===== config.mk =====
export PLATFORM = sky130hd
export DESIGN_NAME = heap_arb
export DESIGN_NICKNAME = d
export VERILOG_FILES = /design/src/rtl/heap_arb_pkg.sv /design/src/rtl/heap_arb_rr_arb2.sv /design/src/rtl/heap_arb.sv
export SDC_FILE = /design/constraint.sdc
export NUM_CORES = 1
export LEC_CHECK = 0
export CAP_MARGIN = 20
export CORE_MARGIN = 1
export CORE_UTILIZATION = 31
export CTS_CLUSTER_SIZE = 25
export DETAILED_ROUTE_END_ITERATION = 10
export GPL_TIMING_DRIVEN = 0
export PLACE_DENSITY_LB_ADDON = 0.2
export SYNTH_ARGS = -nofsm -noshare
export SYNTH_HDL_FRONTEND = slang
export SYNTH_HIERARCHICAL = 1
export SYNTH_SLANG_ARGS = --single-unit

===== constraint.sdc =====
create_clock -name i_clk -period 4 [get_ports i_clk]
set_input_delay 0.8 -clock i_clk [delete_from_list [all_inputs] [get_ports i_clk]]
set_output_delay 0.8 -clock i_clk [all_outputs]
set_load 0.02 [all_outputs]

===== src/rtl/heap_arb_pkg.sv =====
// Shared heap definitions: request op encodings, address sentinels and
// arbiter FSM states.
package heap_arb_pkg;

  typedef enum logic [1:0] {
    OP_ALLOC = 2'd0,
    OP_FREE  = 2'd1,
    OP_READ  = 2'd2,
    OP_WRITE = 2'd3
  } heap_op_e;

  typedef enum logic {
    ST_RUN  = 1'b0,
    ST_HALT = 1'b1
  } arb_state_e;

  // Sentinels wide enough for any heap word; users slice to DATA_SZ.
  localparam logic [63:0] HEAP_NIL   = 64'd0;
  localparam logic [63:0] HEAP_UNDEF = {64{1'b1}};

endpackage


===== src/rtl/heap_arb_rr_arb2.sv =====
// Two-way round-robin grant. The pointer remembers the last granted
// requester and only moves when the caller reports a completed transfer.
module rr_arb2 (
  input  logic       i_clk,
  input  logic       i_rst_n,
  input  logic [1:0] req,
  input  logic       adv,
  output logic [1:0] gnt
);

  logic last_q;

  // Grant the requester not served last when both ask, else the lone one
  always_comb begin
    gnt = req;
    if (req == 2'b11) gnt = last_q ? 2'b01 : 2'b10;
  end

  // Pointer reset to "requester 1 last" so requester 0 wins first
  always_ff @(posedge i_clk or negedge i_rst_n) begin
    if (!i_rst_n)  last_q <= 1'b1;
    else if (adv)  last_q <= gnt[1];
  end

endmodule


===== src/rtl/heap_arb.sv =====
// Two-requester front end for the heap allocator: round-robin grant,
// ALLOC/FREE pairing, one-cycle response, live-cell tracking and a
// sticky halt on misuse or allocator error.
module heap_arb
  import heap_arb_pkg::*;
#(
  parameter int DATA_SZ = 16,
  parameter int ADDR_SZ = 8
) (
  input  logic                 i_clk,
  input  logic                 i_rst_n,
  input  logic [1:0]           i_req_valid,
  output logic [1:0]           o_req_ready,
  input  logic [3:0]           i_req_op,
  input  logic [2*DATA_SZ-1:0] i_req_addr,
  input  logic [2*DATA_SZ-1:0] i_req_data,
  output logic [1:0]           o_rsp_valid,
  output logic [DATA_SZ-1:0]   o_rsp_data,
  output logic                 o_h_alloc,
  output logic [DATA_SZ-1:0]   o_h_data,
  output logic                 o_h_free,
  output logic [DATA_SZ-1:0]   o_h_addr,
  output logic                 o_h_wr,
  output logic [DATA_SZ-1:0]   o_h_waddr,
  output logic [DATA_SZ-1:0]   o_h_wdata,
  output logic                 o_h_rd,
  output logic [DATA_SZ-1:0]   o_h_raddr,
  input  logic [DATA_SZ-1:0]   i_h_addr,
  input  logic [DATA_SZ-1:0]   i_h_rdata,
  input  logic                 i_h_err,
  output logic [ADDR_SZ:0]     o_live,
  output logic                 o_halt
);

  localparam logic [ADDR_SZ:0]   LIVE_FULL = {1'b1, {ADDR_SZ{1'b0}}};
  localparam logic [DATA_SZ-1:0] D_NIL     = HEAP_NIL[DATA_SZ-1:0];

  arb_state_e         state_q, state_d;
  logic [ADDR_SZ:0]   live_q;
  logic [1:0]         rsp_own_q;
  heap_op_e           rsp_op_q;

  heap_op_e           op0, op1, g_op;
  logic [DATA_SZ-1:0] addr0, addr1, data0, data1, g_addr, g_data;
  logic [1:0]         gnt, ready;
  logic               paired, illegal, rr_adv, live_inc, live_dec;

  assign op0   = heap_op_e'(i_req_op[1:0]);
  assign op1   = heap_op_e'(i_req_op[3:2]);
  assign addr0 = i_req_addr[DATA_SZ-1:0];
  assign addr1 = i_req_addr[2*DATA_SZ-1:DATA_SZ];
  assign data0 = i_req_data[DATA_SZ-1:0];
  assign data1 = i_req_data[2*DATA_SZ-1:DATA_SZ];

  rr_arb2 u_rr (
    .i_clk   (i_clk),
    .i_rst_n (i_rst_n),
    .req     (i_req_valid),
    .adv     (rr_adv),
    .gnt     (gnt)
  );

  // Classify the cycle: pairing, granted request, and heap-limit violations
  always_comb begin
    paired  = (&i_req_valid) &&
              ((op0 == OP_ALLOC && op1 == OP_FREE) || (op0 == OP_FREE && op1 == OP_ALLOC));
    g_op    = gnt[1] ? op1   : op0;
    g_addr  = gnt[1] ? addr1 : addr0;
    g_data  = gnt[1] ? data1 : data0;
    illegal = 1'b0;
    if (paired)
      illegal = (live_q == LIVE_FULL);
    else if (|gnt)
      illegal = (g_op == OP_FREE  && live_q == '0) ||
                (g_op == OP_ALLOC && live_q == LIVE_FULL);
  end

  // Next state, ready and heap strobes; nothing issues in reset or HALT
  always_comb begin
    state_d   = state_q;
    ready     = 2'b00;
    rr_adv    = 1'b0;
    live_inc  = 1'b0;
    live_dec  = 1'b0;
    o_h_alloc = 1'b0;
    o_h_data  = D_NIL;
    o_h_free  = 1'b0;
    o_h_addr  = D_NIL;
    o_h_wr    = 1'b0;
    o_h_waddr = D_NIL;
    o_h_wdata = D_NIL;
    o_h_rd    = 1'b0;
    o_h_raddr = D_NIL;
    if (state_q == ST_RUN && (i_h_err || illegal)) state_d = ST_HALT;
    if (i_rst_n && state_q == ST_RUN && !illegal) begin
      if (paired) begin
        // Alloc and free cancel out: both served, pointer and count hold
        ready     = 2'b11;
        o_h_alloc = 1'b1;
        o_h_free  = 1'b1;
        o_h_data  = (op0 == OP_ALLOC) ? data0 : data1;
        o_h_addr  = (op0 == OP_FREE)  ? addr0 : addr1;
      end else if (|gnt) begin
        ready  = gnt;
        rr_adv = 1'b1;
        case (g_op)
          OP_ALLOC: begin o_h_alloc = 1'b1; o_h_data  = g_data; live_inc = 1'b1; end
          OP_FREE:  begin o_h_free  = 1'b1; o_h_addr  = g_addr; live_dec = 1'b1; end
          OP_READ:  begin o_h_rd    = 1'b1; o_h_raddr = g_addr; end
          default:  begin o_h_wr    = 1'b1; o_h_waddr = g_addr; o_h_wdata = g_data; end
        endcase
      end
    end
  end

  assign o_req_ready = ready;

  // State, response owner/op and live count; reset drops any owed response
  always_ff @(posedge i_clk or negedge i_rst_n) begin
    if (!i_rst_n) begin
      state_q   <= ST_RUN;
      live_q    <= '0;
      rsp_own_q <= 2'b00;
      rsp_op_q  <= OP_ALLOC;
    end else begin
      state_q   <= state_d;
      rsp_own_q <= ready;
      rsp_op_q  <= paired ? OP_ALLOC : g_op;
      if (live_inc)      live_q <= live_q + 1'b1;
      else if (live_dec) live_q <= live_q - 1'b1;
    end
  end

  // Heap results arrive the cycle after the strobe; steer them by the saved op
  always_comb begin
    o_rsp_data = D_NIL;
    if (|rsp_own_q) begin
      case (rsp_op_q)
        OP_ALLOC: o_rsp_data = i_h_addr;
        OP_READ:  o_rsp_data = i_h_rdata;
        default:  o_rsp_data = D_NIL;
      endcase
    end
  end

  assign o_rsp_valid = rsp_own_q;
  assign o_live      = live_q;
  assign o_halt      = (state_q == ST_HALT);

endmodule

Figure 1. Cells by drive strength (run 1).
(4 px per micron)
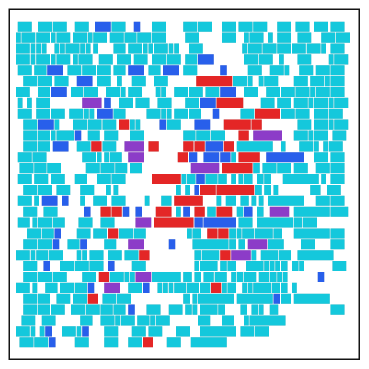
| size | colour | cells | share |
|---|---|---|---|
| drive 1 or less | cyan | 440 | 82% |
| drive 6 and up | purple | 12 | 2.2% |
| drive 2 | blue | 49 | 9.2% |
| drive 3 to 4 | red | 34 | 6.4% |

Figure 2. Cell outlines without signal wires (run 1).
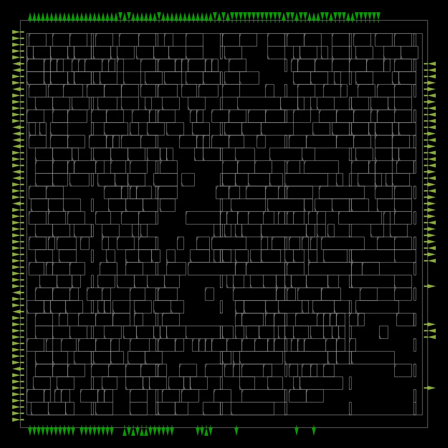
Final Util: 0.702
count of standard-cell rows: 30
TAP cells: 96

Figure 3. Met1 routing (run 1).
(6 px per micron) Supply wires on this layer in grey. Cells faint in the background.
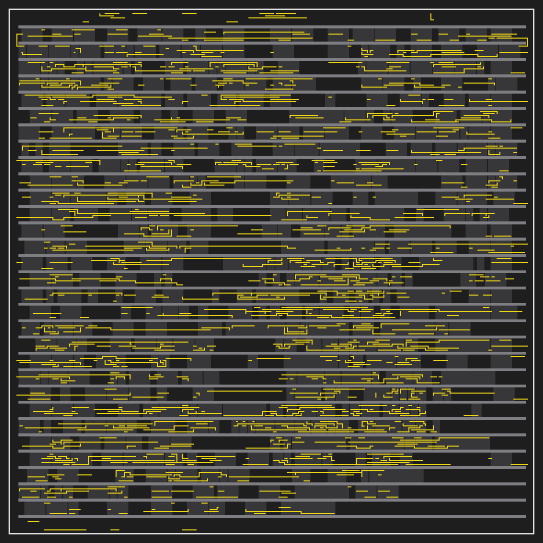
main direction: horizontal
longest straight run: 23.9 microns
wire length on this layer: 3,590 microns
total wire length: 10,100 microns
via count: 3,251

[run 1: registers in the layout (all words and copies together), names as in the netlist]
register     cells
o_live           9
rsp_op_q         2
o_rsp_valid      2
u_rr/last_q      1
o_halt           1
[run 1: report_power, final]
group	leakage (nW)	internal [mW]	switching (mW)
logic	1.89	0.208	0.170
clock network	0.0228	0.0704	0.0509
registers	0.191	0.167	0.0174
[run 1: layout make-up]
type	count	area, sq um	area share
Timing Repair Buffer	238	2280	0.471
Multi-Input combinational cell	254	1880	0.388
Sequential cell	15	377	0.0777
Tap cell	96	120	0.0248
Buffer	17	116	0.0240
Clock buffer	4	45.0	0.00929
Inverter	7	26.3	0.00542
==> summary.txt, run 1 <==
run results: OpenROAD warning count=27, Simple-Gate Area Share=0.247, Mapped Avg Cell Area=7.64 sq um, most frequent cells in the layout=clkdlybuf4s50_1 (176), nor2_1 (77), mux2i_1 (49), a22o_1 (32), buf_2 (19), Synth warnings=6, vias in the first global route=3,143, Setup crit end kind=output port, routed length on met3=~970 microns, routed len/inst=about 16 microns, Core Region=6910 sq um, Pre-antenna DRT Iters=4, Pins Over Slew Limit=0, Crit path buffers/inverters=5, worst-case clock buffer depth=2, initial antenna violation count=0, top cells by area=mux2i_1 (22%), dfrtp_1 (16%), nor2_1 (13%), status=completed, Worst Reg2Reg Path Length in Cells=14, GP Congestion=0.869, Layout area overhead=116%, met1 Use GR=0.258, Nets=649, Final Setup Violations=0, vias per inst=5.15, non-filler instance count after layout=631, Fill cells=562, met3 GRT Util=0.0796, worst vdd ir=0.106 mV, GRT Total Usage=0.250, area share, top type=0.218, worst r2r src=u_rr/last_q, crit path DRT=3.20 ns, Peak Freq=0.256 GHz, Worst-Margin Slew=0.707 ns, PostCTS Resize Cnt=between 150 and 200, Die X=87.1 microns, CP max stage delay=approximately 0.42 ns, total grt overflow=0, crit path from=i_req_valid[0], XOR Share, Synth=0.0312, clk slew on worst S/H paths=0.06 ns, die area=7590 sq um, Hold Path Class=in -> async, fin area=4850 sq um, top cells by count, synth=nor2_1 (79), mux2i_1 (49), a22o_1 (32), Synth cell types=approximately 47, Synth Seq Share=0.168, CTS tree=built, Ant. Diodes=0, DRC viols=0, clock skew=~0.0074 ns, Iter 0 DRT Violations=116, share of post-route cells with drive strength above 1=0.178, met2 usage=0.475, htree depth=1, Final HPWL DP=about 8000 microns, top routing layer in use=met4, Setup TNS=0 ns, Placed Cells=608, Main logic family=simple AND/OR/NAND/NOR gates, CP Max Fanout=5, critical path arrival=3.11 ns, Crit-path slowest cell=or3b_4, RR Endpoint=o_live[7], total chip power=0.684 mW, pre-CTS setup slack=-1.20 ns, final hold slack=0.452 ns, Synth Flop Type=dfrtp_1, Setup Buffers After CTS=13, Reg2Reg Setup Slack=0.29 ns, Leakage=between 2 and 2.5 nW, YS chip area=2250 sq um, largest net degree at the start of global routing=17, Crit. path cell count=11, WL met1=3590 microns, routed wire length on met2=5240 microns, # IOs=219, CP Class=in -> out
==> run 1 -> run 2 <==
- CTS_CLUSTER_SIZE: 25 -> 24
- MAX_ROUTING_LAYER: default -> met4
- RECOVER_POWER: default -> 25
Figure 4. Placement density heat map (run 2).
(4 px per micron) The die is cut into 9 by 9 equal tiles; dark blue is low, red is high, 0 to 100% covered.
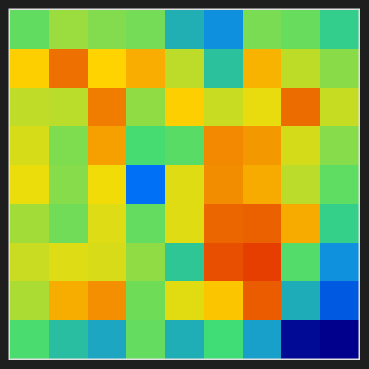
tiles over 75% full: 27%
nearly empty tiles: 2.5%
fullest tile: 93%
Core Region: 6910 sq um
Final Util: 0.702

==> run 2 against run 1 <==
Compared with the run above: synthesized area unchanged; via count up 0.62%; power fell by 0.77%; clock skew down 0.00089 ns; synthesized cell count unchanged; critical path depth decreased by 1.
==> summary.txt, run 2 <==
run results: Setup TNS=0 ns, largest net degree at the start of global routing=17, floorplan net count=407, Max Cap Viol=0, pre-CTS setup slack=-1.20 ns, crit path DRT=roughly 3.2 ns, non-filler instance count after layout=631, total chip power=0.679 mW, Final Setup Violations=0, Leakage=around 2.1 nW, met1 Use GR=0.272, worst-case clock buffer depth=2, most frequent cells in the layout=clkdlybuf4s50_1 (164), nor2_1 (77), mux2i_1 (49), a22o_1 (32), Final HPWL DP=7990 microns, root buffer cell=clkbuf_8, share of post-route cells with drive strength above 1=0.176, PostCTS Resize Cnt=166, area share, top type=0.218, CP Class=in -> out, worst vdd ir=0.104 mV, Worst Reg2Reg Path Length in Cells=14, Adder Area Share=0.0479, YS chip area=2250 sq um, XOR Share, Synth=0.0312, status=completed, htree depth=1, top cells by area=mux2i_1 (22%), dfrtp_1 (16%), nor2_1 (13%), Nets=649, worst r2r src=u_rr/last_q, crit path from=i_req_valid[0], Reg2Reg Setup Slack=0.30 ns, Comb pwr share=0.552, Die X=87.1 microns, Psw=0.237 mW, Net Sw Frac=0.350, part of the power in registers=0.271, vias per inst=5.18, Placed Cells=approximately 610, Peak Freq=roughly 0.26 GHz, top cells by count, synth=nor2_1 (79), mux2i_1 (49), a22o_1 (32), Pins Over Slew Limit=0, Synth Flop Type=dfrtp_1, Setup Buffers After CTS=13, CP max stage delay=between 0.4 and 0.5 ns, logic area=approximately 1900 sq um, vias in the first global route=3,174, # IOs=between 200 and 250, count of standard-cell rows=30, register area=about 380 sq um, GRT Total Usage=0.257, die area=~7600 sq um, comb pwr=0.375 mW, Iter 0 DRT Violations=approximately 120, Synth cell types=47, Pre-antenna DRT Iters=4, DRC viols=0, clk slew on worst S/H paths=0.06 ns, clock skew=0.00653 ns, Main logic family=simple AND/OR/NAND/NOR gates, PD cells=140 nW/um^2, Synth Seq Share=0.168, via count=3,271, CTS tree=built, met2 usage=0.475, Int Power=0.441 mW, Worst-Margin Slew=0.710 ns, Simple-Gate Area Share=0.247, met3 GRT Util=0.0550, RR Endpoint=o_live[7], final hold slack=0.455 ns, Ant. Diodes=0, Crit-path slowest cell=or3b_4, CP Max Fanout=10, Synth warnings=6, routed len/inst=16.0 microns, OpenROAD warning count=27, number of flip-flops in the largest register=9, Fill cells=between 500 and 600, Seq group=approximately 0.18 mW, Setup crit end kind=output port, Top power group=combinational cells, clock distribution power=approximately 0.12 mW, Mapped Avg Cell Area=7.64 sq um, count of input and output buffers=between 200 and 250, initial antenna violation count=0, total wire length=10,100 microns, Hold Path Class=in -> async, GP Congestion=a little under 0.9, total grt overflow=0, critical path arrival=3.12 ns, Clk pwr share=0.177
Figure 5. Cells by drive strength (run 2).
(4 px per micron)
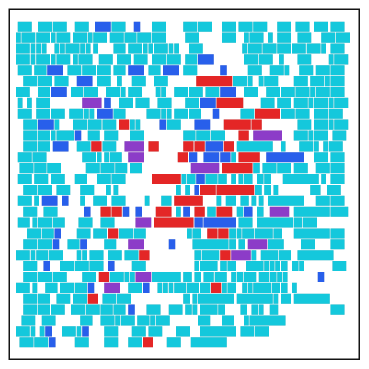
| size | colour | cells | share |
|---|---|---|---|
| drive 1 or less | cyan | 441 | 82% |
| drive 6 and up | purple | 12 | 2.2% |
| drive 2 | blue | 48 | 9.0% |
| drive 3 to 4 | red | 34 | 6.4% |
Final WS setup: 0.0833 ns
Non-clock buffers: 255
fin area: 4850 sq um
Layout area overhead: 116%

-- run 2: layer usage --
layer / up-vias / part of all wire
li1: 1549 / -
met1: 1551 / 0.38
met2: 151 / 0.52
met3: 20 / 0.076
met4: 0 / 0.026
met5: - / 0
-- run 2: cell type report --
| cell class | count | area share |
|---|---|---|
| inverter | 7 | 0.00542 |
| timing repair buffer | 238 | 0.471 |
| sequential | 15 | 0.0777 |
| buffer | 17 | 0.0238 |
| tap | 96 | 0.0248 |
| clock buffer | 4 | 0.00930 |
| multi-input combinational | 254 | 0.388 |
-- run 2: critical path, delay by kind of cell --
kind | cells | cell delay (ns)
AND-OR/OR-AND | 5 | 1.04
buffers and inverters | 4 | 0.84
AND/OR/NAND/NOR | 1 | 0.42
==> run 2 -> run 3 <==
- CTS_CLUSTER_DIAMETER: default -> 50
- RECOVER_POWER: 25 -> 100
Figure 6. Cells by drive strength (run 3).
(4 px per micron)
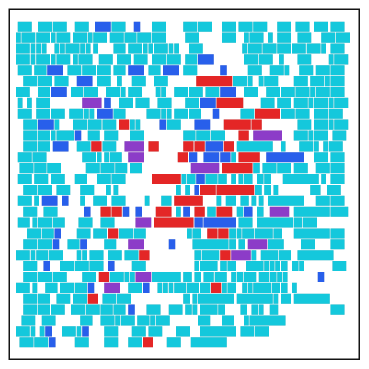
| size | colour | cells | share |
|---|---|---|---|
| drive 2 | blue | 48 | 9.0% |
| drive 3 to 4 | red | 34 | 6.4% |
| drive 1 or less | cyan | 441 | 82% |
| drive 6 and up | purple | 12 | 2.2% |

==> run 3 against run 2 <==
Compared with the run above: maximum frequency did not move; routed wire length barely moved; sequential share of layout area did not move; die size did not move; first-iteration DRC count did not move; global-route usage did not move; combinational power barely moved; hold slack did not move; power barely moved; sequential cell count did not move; critical path type unchanged; critical endpoint unchanged; highest routed layer unchanged.
==> summary.txt, run 3 <==
run results: first-pass GRT wire length=15,000 microns, largest cell class by area=buffers, number of non-clock inverters=7, Synth Flop Type=dfrtp_1, CTS Buf Count=3, MI comb cells=254, root buffer cell=clkbuf_8, Non-clock buffers=255, share of post-route cells with drive strength above 1=0.176, clock distribution power=0.120 mW, top cells by area=mux2i_1 (22%), dfrtp_1 (16%), nor2_1 (13%), worst r2r src=u_rr/last_q, count of standard-cell rows=30, hold buffer count at cts=0, Main logic family=simple AND/OR/NAND/NOR gates, Hold Path Class=in -> async, Placed Instance Area=4550 sq um, worst vdd ir=0.104 mV, GP Congestion=0.883, Seq cells=15, post-synth top area cell=mux2i_1, via count=around 3,300, Psw=0.237 mW, CP max stage delay=0.42 ns, CLK BUF=4, Die X=87.1 microns, CP Max Fanout=10, Adder Area Share=0.0479, Mux area share=0.240, Comb pwr share=0.552, total grt overflow=0, Hold Violations, Final=0, Final Setup Violations=0, pre-CTS setup slack=-1.20 ns, buffering overhead=0.494, PD cells=140 nW/um^2, total wire length=between 10,000 and 15,000 microns, vias in the first global route=3,174, floorplan core density=0.325, routed len/inst=16.0 microns, Synth warnings=6, die height=87.1 microns, Worst-Margin Slew=0.710 ns, GRT Total Usage=0.257, crit path DRT=3.20 ns, clock network area share=0.00930, Crit-path slowest cell=or3b_4, Seq group=0.184 mW, register area=377 sq um, Synth cell types=47, synthesized cell area=2250 sq um, Post-synth EDFFs=0, initial antenna violation count=0, clock skew=0.00653 ns, Reg2Reg Setup Slack=0.30 ns, Top cell excl fill/tap=clkdlybuf4s50_1, Synth Seq Share=0.168, Synth top cell by count=nor2_1, worst-case clock buffer depth=2, cell count listed in synth_stat.txt=just under 300, asr flop ratio synth=1.00, floorplan net count=407, top cells by count, synth=nor2_1 (79), mux2i_1 (49), a22o_1 (32), status=completed, Mapped Avg Cell Area=7.64 sq um, RR Endpoint=o_live[7], Post-synth regs=15, Net Sw Frac=0.350, Ant. Diodes=0, clk slew on worst S/H paths=~0.060 ns, AND-OR/OR-AND share of the synthesized area=0.222, Int Power=between 0.4 and 0.5 mW, Final Util=0.702, final hold slack=approximately 0.46 ns, Final HPWL DP=7990 microns, Core Region=between 6000 and 7000 sq um, critical path, cell by cell=clkdlybuf4s15_2 > a21boi_4 > or3b_4 > a221oi_4 > o31ai_4 > buf_12 > o22ai_4 > buf_6 > a22o_1 > clkdlybuf4s15_2, critical path arrival=3.12 ns, Peak Freq=0.255 GHz, area share, top type=0.218, Leakage=2.15 nW, CP startpoint kind=input pin, YS chip area=2250 sq um, non-filler instance count after layout=631, Setup crit end kind=output port, Final WS setup=approximately 0.083 ns, comb pwr=between 0.3 and 0.4 mW, sequential cell area share=0.0777, largest net degree at the start of global routing=17, htree depth=1, Max Cap Viol=0, clock sinks=15, Top power group=combinational cells, Setup Buffers After CTS=13, die area=7590 sq um, Worst Reg2Reg Path Length in Cells=14, most frequent cells in the layout=clkdlybuf4s50_1 (158), nor2_1 (77), mux2i_1 (49), a22o_1 (32), Final min period=3.92 ns, number of flip-flops in the largest register=9, total chip power=0.679 mW, family with the most delay on the worst path=AND-OR/OR-AND gates, logic area=roughly 1900 sq um, PostCTS Resize Cnt=between 150 and 200, Iter 0 DRT Violations=117, DRC viols=0, Clk pwr share=0.177, CP Class=in -> out, Comb/total area=0.388, fin area=4850 sq um, Mapped Cells=294, Pins Over Slew Limit=0, OpenROAD warning count=27, Final period util=0.979, Layout area overhead=116%, Pre-antenna DRT Iters=4, Crit path buffers/inverters=4, Insertion Delay late pin=0.24 ns, TAP cells=96, vias per inst=5.18, Simple-Gate Area Share=0.247, crit-path most repeated cell=clkdlybuf4s15_2, XOR Share, Synth=0.0312, Nets=649, Fill cells=563, number of routed nets with antenna violations=0, Rel. slew slack=0.527, Setup TNS=0 ns, part of the power in registers=0.271, CTS tree=built, Placed Cells=608
Figure 7. Wires at chosen ports, followed through buffers (run 3).
(4 px per micron)
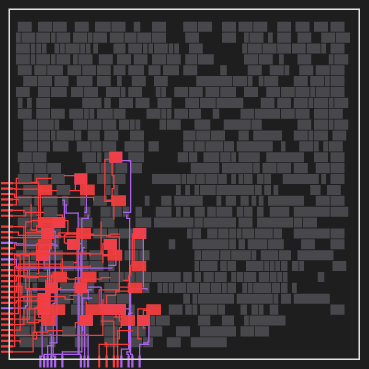
| port | colour | bits | direction | edge | end cells | buffers | wire |
|---|---|---|---|---|---|---|---|
| `i_req_data` | red | 32 | input | 28 west, 4 south | 32 | 32 | 842 microns |
| `o_h_data` | purple | 16 | output | 13 south, 3 west | 16 | 16 | 467 microns |
# IOs: 219
count of input and output buffers: 218

## run 3: how the worst max path moves through the flow
stage / from / to / slack (ns) / cells after the start
CTS: i_req_valid[1] / o_h_wdata[4] / -0.0007 / 9
global route: i_req_valid[0] / o_h_addr[8] / -0.02 / 10
detailed placement: i_req_valid[0] / o_h_data[14] / -1.20 / 10
finish: i_req_valid[0] / o_h_addr[5] / 0.08 / 10
global placement: i_req_valid[0] / o_h_data[13] / -1.19 / 10
floorplan: i_req_valid[1] / o_live[7] / 0.16 / 12
## run 3: routing by layer
layer  track usage  share of wire  vias to the layer above
li1              -              -                     1549
met5             -              0                        -
met1         0.272           0.38                     1551
met4        0.0805          0.026                        0
met2         0.475           0.52                      151
met3        0.0550          0.076                       20
Power figures rest on the tool's default switching activity, not on a simulated workload.
